$ cat src/rtl/dcache_pkg.sv
// Shared constants, FSM state type and metadata layout for the data-cache fill controller.
package dcache_pkg;

    localparam int unsigned MEM_LAT = 4;
    localparam int unsigned WORDS   = 8;
    localparam int unsigned SETS    = 64;

    localparam int unsigned ADDR_W  = 16;
    localparam int unsigned DATA_W  = 16;
    localparam int unsigned TAG_W   = 6;
    localparam int unsigned SET_W   = 6;
    localparam int unsigned WORD_W  = 3;
    localparam int unsigned CNT_W   = 4;

    localparam int unsigned TAG_HI  = 15;
    localparam int unsigned TAG_LO  = 10;
    localparam int unsigned SET_HI  = 9;
    localparam int unsigned SET_LO  = 4;

    typedef enum logic [1:0] {
        IDLE,
        FILL,
        DONE
    } fill_state_e;

    typedef struct packed {
        logic             valid;
        logic             lru;
        logic [TAG_W-1:0] tag;
    } meta_t;

    // lru=1 in the freshly filled way points the next replacement at the other way.
    function automatic meta_t fill_meta(input logic [TAG_W-1:0] tag);
        meta_t m;
        m.valid = 1'b1;
        m.lru   = 1'b1;
        m.tag   = tag;
        return m;
    endfunction

endpackage

$ cat src/rtl/dcache_fill_fsm_if.sv
// Miss, memory-read and cache-write signals between the fill controller and its surroundings.
interface dcache_fill_fsm_if;

    logic                          miss_detected;
    logic [dcache_pkg::ADDR_W-1:0] miss_address;
    logic                          victim_way;
    logic                          mem_data_valid;
    logic [dcache_pkg::DATA_W-1:0] mem_data;

    logic                          stall;
    logic                          mem_en;
    logic [dcache_pkg::ADDR_W-1:0] mem_addr;
    logic                          write_en_0;
    logic                          write_en_1;
    logic [dcache_pkg::DATA_W-1:0] cache_data;
    logic [dcache_pkg::WORDS-1:0]  cache_word;
    logic [dcache_pkg::SETS-1:0]   cache_block;
    logic [7:0]                    cache_tag;
    logic                          fill_done;

    modport master (
        input  miss_detected, miss_address, victim_way, mem_data_valid, mem_data,
        output stall, mem_en, mem_addr, write_en_0, write_en_1,
        output cache_data, cache_word, cache_block, cache_tag, fill_done
    );

    modport slave (
        output miss_detected, miss_address, victim_way, mem_data_valid, mem_data,
        input  stall, mem_en, mem_addr, write_en_0, write_en_1,
        input  cache_data, cache_word, cache_block, cache_tag, fill_done
    );

endinterface

$ cat src/rtl/onehot_dec.sv
// Binary-to-one-hot decoder, N select bits to 2**N outputs.
module onehot_dec #(
    parameter int unsigned N = 3
) (
    input  logic [N-1:0]        sel_i,
    output logic [(1<<N)-1:0]   onehot_o
);

    always_comb begin
        onehot_o        = '0;
        onehot_o[sel_i] = 1'b1;
    end

endmodule

$ cat src/rtl/dcache_fill_fsm.sv
// Cache miss fill controller: issues 8 pipelined word reads and installs returns in the victim way.
module dcache_fill_fsm
    import dcache_pkg::*;
(
    input  logic              clk,
    input  logic              rst,
    dcache_fill_fsm_if.master bus
);

    fill_state_e        state_q, state_d;
    logic [CNT_W-1:0]   issue_cnt_q, issue_cnt_d;
    logic [CNT_W-1:0]   ret_cnt_q, ret_cnt_d;
    logic [TAG_W-1:0]   tag_q, tag_d;
    logic [SET_W-1:0]   set_q, set_d;
    logic               victim_q, victim_d;

    logic [WORDS-1:0]   word_oh;
    logic [SETS-1:0]    set_oh;

    onehot_dec #(.N(WORD_W)) u_word_dec (
        .sel_i    (ret_cnt_q[WORD_W-1:0]),
        .onehot_o (word_oh)
    );

    onehot_dec #(.N(SET_W)) u_set_dec (
        .sel_i    (set_q),
        .onehot_o (set_oh)
    );

    always_ff @(posedge clk) begin
        if (rst) begin
            state_q     <= IDLE;
            issue_cnt_q <= '0;
            ret_cnt_q   <= '0;
            tag_q       <= '0;
            set_q       <= '0;
            victim_q    <= 1'b0;
        end else begin
            state_q     <= state_d;
            issue_cnt_q <= issue_cnt_d;
            ret_cnt_q   <= ret_cnt_d;
            tag_q       <= tag_d;
            set_q       <= set_d;
            victim_q    <= victim_d;
        end
    end

    always_comb begin
        state_d         = state_q;
        issue_cnt_d     = issue_cnt_q;
        ret_cnt_d       = ret_cnt_q;
        tag_d           = tag_q;
        set_d           = set_q;
        victim_d        = victim_q;

        bus.stall       = 1'b0;
        bus.mem_en      = 1'b0;
        bus.mem_addr    = '0;
        bus.write_en_0  = 1'b0;
        bus.write_en_1  = 1'b0;
        bus.cache_data  = '0;
        bus.cache_word  = '0;
        bus.cache_block = '0;
        bus.cache_tag   = '0;
        bus.fill_done   = 1'b0;

        unique case (state_q)
            IDLE: begin
                bus.stall   = bus.miss_detected;
                issue_cnt_d = '0;
                ret_cnt_d   = '0;
                if (bus.miss_detected) begin
                    tag_d    = bus.miss_address[TAG_HI:TAG_LO];
                    set_d    = bus.miss_address[SET_HI:SET_LO];
                    victim_d = bus.victim_way;
                    state_d  = FILL;
                end
            end

            FILL: begin
                bus.stall = 1'b1;
                // Issue and return counters run independently; memory keeps returns in order.
                if (issue_cnt_q < CNT_W'(WORDS)) begin
                    bus.mem_en   = 1'b1;
                    bus.mem_addr = {tag_q, set_q, issue_cnt_q[WORD_W-1:0], 1'b0};
                    issue_cnt_d  = issue_cnt_q + CNT_W'(1);
                end
                if (bus.mem_data_valid && (ret_cnt_q < CNT_W'(WORDS))) begin
                    bus.write_en_0  = ~victim_q;
                    bus.write_en_1  = victim_q;
                    bus.cache_data  = bus.mem_data;
                    bus.cache_word  = word_oh;
                    bus.cache_block = set_oh;
                    bus.cache_tag   = fill_meta(tag_q);
                    ret_cnt_d       = ret_cnt_q + CNT_W'(1);
                    if (ret_cnt_q == CNT_W'(WORDS - 1)) begin
                        state_d = DONE;
                    end
                end
            end

            DONE: begin
                bus.stall     = 1'b1;
                bus.fill_done = 1'b1;
                issue_cnt_d   = '0;
                ret_cnt_d     = '0;
                state_d       = IDLE;
            end

            default: begin
                state_d = IDLE;
            end
        endcase
    end

endmodule

$ cat src/flat_wrapper.sv
// flat-port wrapper written by rule: the top's interface ports become plain ports
module dcache_fill_fsm_flat import dcache_pkg::*;
  (clk, rst, bus_miss_detected, bus_miss_address, bus_victim_way, bus_mem_data_valid, bus_mem_data, bus_stall, bus_mem_en, bus_mem_addr, bus_write_en_0, bus_write_en_1, bus_cache_data, bus_cache_word, bus_cache_block, bus_cache_tag, bus_fill_done);
  dcache_fill_fsm_if bus_i ();
  input  logic clk;
  input  logic rst;
  input wire logic [$bits(bus_i.miss_detected)-1:0] bus_miss_detected;
  input wire logic [$bits(bus_i.miss_address)-1:0] bus_miss_address;
  input wire logic [$bits(bus_i.victim_way)-1:0] bus_victim_way;
  input wire logic [$bits(bus_i.mem_data_valid)-1:0] bus_mem_data_valid;
  input wire logic [$bits(bus_i.mem_data)-1:0] bus_mem_data;
  output wire logic [$bits(bus_i.stall)-1:0] bus_stall;
  output wire logic [$bits(bus_i.mem_en)-1:0] bus_mem_en;
  output wire logic [$bits(bus_i.mem_addr)-1:0] bus_mem_addr;
  output wire logic [$bits(bus_i.write_en_0)-1:0] bus_write_en_0;
  output wire logic [$bits(bus_i.write_en_1)-1:0] bus_write_en_1;
  output wire logic [$bits(bus_i.cache_data)-1:0] bus_cache_data;
  output wire logic [$bits(bus_i.cache_word)-1:0] bus_cache_word;
  output wire logic [$bits(bus_i.cache_block)-1:0] bus_cache_block;
  output wire logic [$bits(bus_i.cache_tag)-1:0] bus_cache_tag;
  output wire logic [$bits(bus_i.fill_done)-1:0] bus_fill_done;
  assign bus_i.miss_detected = bus_miss_detected;
  assign bus_i.miss_address = bus_miss_address;
  assign bus_i.victim_way = bus_victim_way;
  assign bus_i.mem_data_valid = bus_mem_data_valid;
  assign bus_i.mem_data = bus_mem_data;
  assign bus_stall = bus_i.stall;
  assign bus_mem_en = bus_i.mem_en;
  assign bus_mem_addr = bus_i.mem_addr;
  assign bus_write_en_0 = bus_i.write_en_0;
  assign bus_write_en_1 = bus_i.write_en_1;
  assign bus_cache_data = bus_i.cache_data;
  assign bus_cache_word = bus_i.cache_word;
  assign bus_cache_block = bus_i.cache_block;
  assign bus_cache_tag = bus_i.cache_tag;
  assign bus_fill_done = bus_i.fill_done;
  dcache_fill_fsm u_core (.clk(clk), .rst(rst), .bus(bus_i));
endmodule
$ cat config.mk
export PLATFORM = sky130hd
export DESIGN_NAME = dcache_fill_fsm_flat
export DESIGN_NICKNAME = d
export VERILOG_FILES = /design/src/rtl/dcache_pkg.sv /design/src/rtl/dcache_fill_fsm_if.sv /design/src/rtl/onehot_dec.sv /design/src/rtl/dcache_fill_fsm.sv /design/src/flat_wrapper.sv
export SDC_FILE = /design/constraint.sdc
export NUM_CORES = 1
export LEC_CHECK = 0
export ABC_CLOCK_PERIOD_IN_PS = 4400
export CELL_PAD_IN_SITES_DETAIL_PLACEMENT = 1
export CELL_PAD_IN_SITES_GLOBAL_PLACEMENT = 2
export CORE_ASPECT_RATIO = 1.2
export CORE_MARGIN = 1
export CORE_UTILIZATION = 32
export DETAILED_ROUTE_END_ITERATION = 16
export DONT_BUFFER_PORTS = 1
export HOLD_SLACK_MARGIN = 0.03
export PLACE_DENSITY = 0.85
export RECOVER_POWER = 25
export REMOVE_ABC_BUFFERS = 1
export SYNTH_ARGS = -nofsm -noshare
export SYNTH_HDL_FRONTEND = slang
export SYNTH_SLANG_ARGS = --single-unit
export TNS_END_PERCENT = 1
$ cat constraint.sdc
create_clock -name clk -period 4.4 [get_ports clk]
set_clock_uncertainty 0.1 [all_clocks]
set_input_delay 1.32 -clock clk [delete_from_list [all_inputs] [get_ports clk]]
set_output_delay 1.32 -clock clk [all_outputs]
set_load 0.02 [all_outputs]
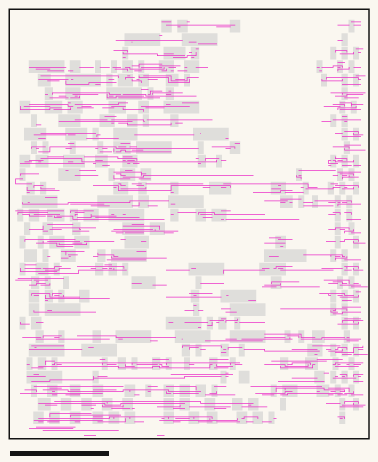
**Above:** metal 1.
The bar under the picture is 20 um long. Cells faint in the background.
- longest straight run: 37.3 um
- nets with wire on the layer: 247
- wire length on this layer: 2510 um
- share of all routed wire: 43%
GRT met1 Usage: 21.4%
Post-Route WL: 5810 um

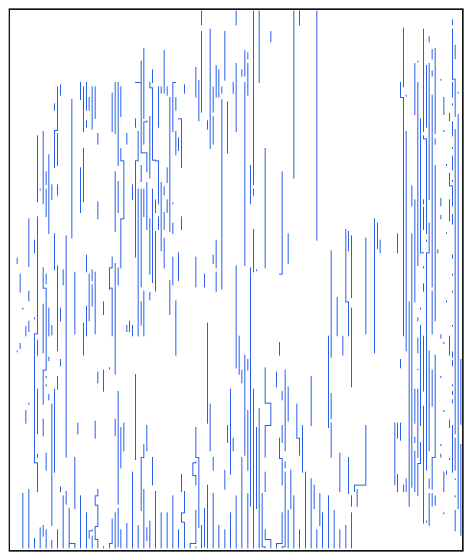
**Above:** the metal 2 layer.
- wire length on this layer: 2880 um
- longest straight run: 62.9 um
- share of all routed wire: 50%
- main direction: vertical
vias: 1861
met2 Use GR: 31.9%

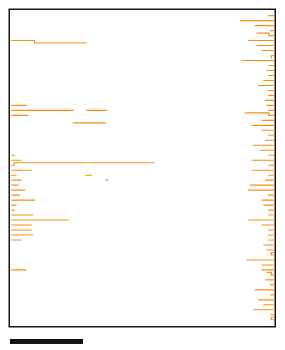
**Above:** the metal 3 layer.
The bar under the picture is 20 um long.
- main direction: horizontal
- longest straight run: 38.2 um

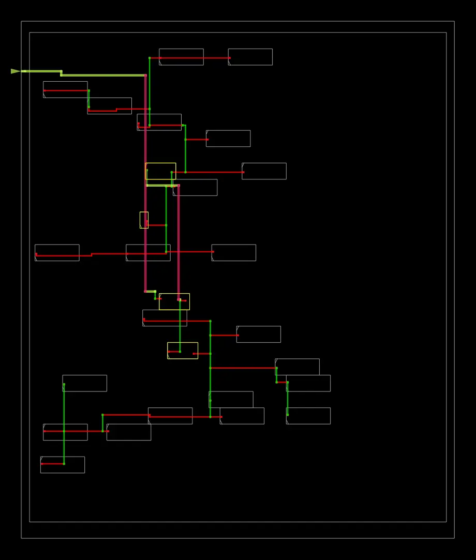
**Above:** clock nets.
clk latency late pin: 270 ps
# clk buffers: 4

==> qor.txt <==
clock network share of area = 2.31%
slack of the critical path = 517 ps
NetSw = 403 uW
wire per inst = 16.6 um
Worst path depth = 5
Final Cycle Share = 88.3%
Buffers, non-clock = 7
drt first pass iters = 4
slowest stage cell, crit path = ha_1
logic share of the area = 65.9%
outcome = finished, final reports clean
number of global-route vias before repair = 1657
Combinational Power Share = 49.2%
RSZ-0062 raised after global routing = false
max layer used = met4
Largest regs = u_core.set_q x6, u_core.tag_q x6
hold slack = 362 ps
YS chip area = 1890 um2
Netlist cell types = 44
Area growth, synth to finish = 3.11%
CP delay by family, top = simple AND/OR/NAND/NOR gates
Fillers = 708
# H-tree levels = 1
Layout non-clock buf frac = 1.93%
ys async rst share = 0%
Inverters excl. clock = 6
yosys cell count = 280
GR Overflow Total = 0
# rows = 30
Crit path arrival time = 2460 ps
vias per std cell = 5.33
worst r2r src = u_core.state_q[1]$_SDFFE_PP0P_
Final Cell Area = 1950 um2
Combinational Gates = 229
hold path startpoint = u_core.tag_q[3]$_SDFFE_PP0P_
Adder Area Share = 4.63%
reg-to-reg endpoint = u_core.ret_cnt_q[1]$_SDFFE_PP0P_
DRT iter0 DRCs = 33
fmax = 258 MHz
cell taking the most area after synthesis = dfxtp_1
Final nets = 314
first-pass GRT wire length = 8650 um
Post-synth regs = 23
comb area leader = simple AND/OR/NAND/NOR gates
cts bufs inserted = 3
final core utilization = 34.4%
Post-synth EDFFs = 0
YS warnings = 0
count of tool warnings = 33
count leader, synth = nor2_1
crit path from = u_core.state_q[1]$_SDFFE_PP0P_
Simple-Gate Area Share = 53.1%
No activity file was given, so power comes from the tool's default toggle rates.
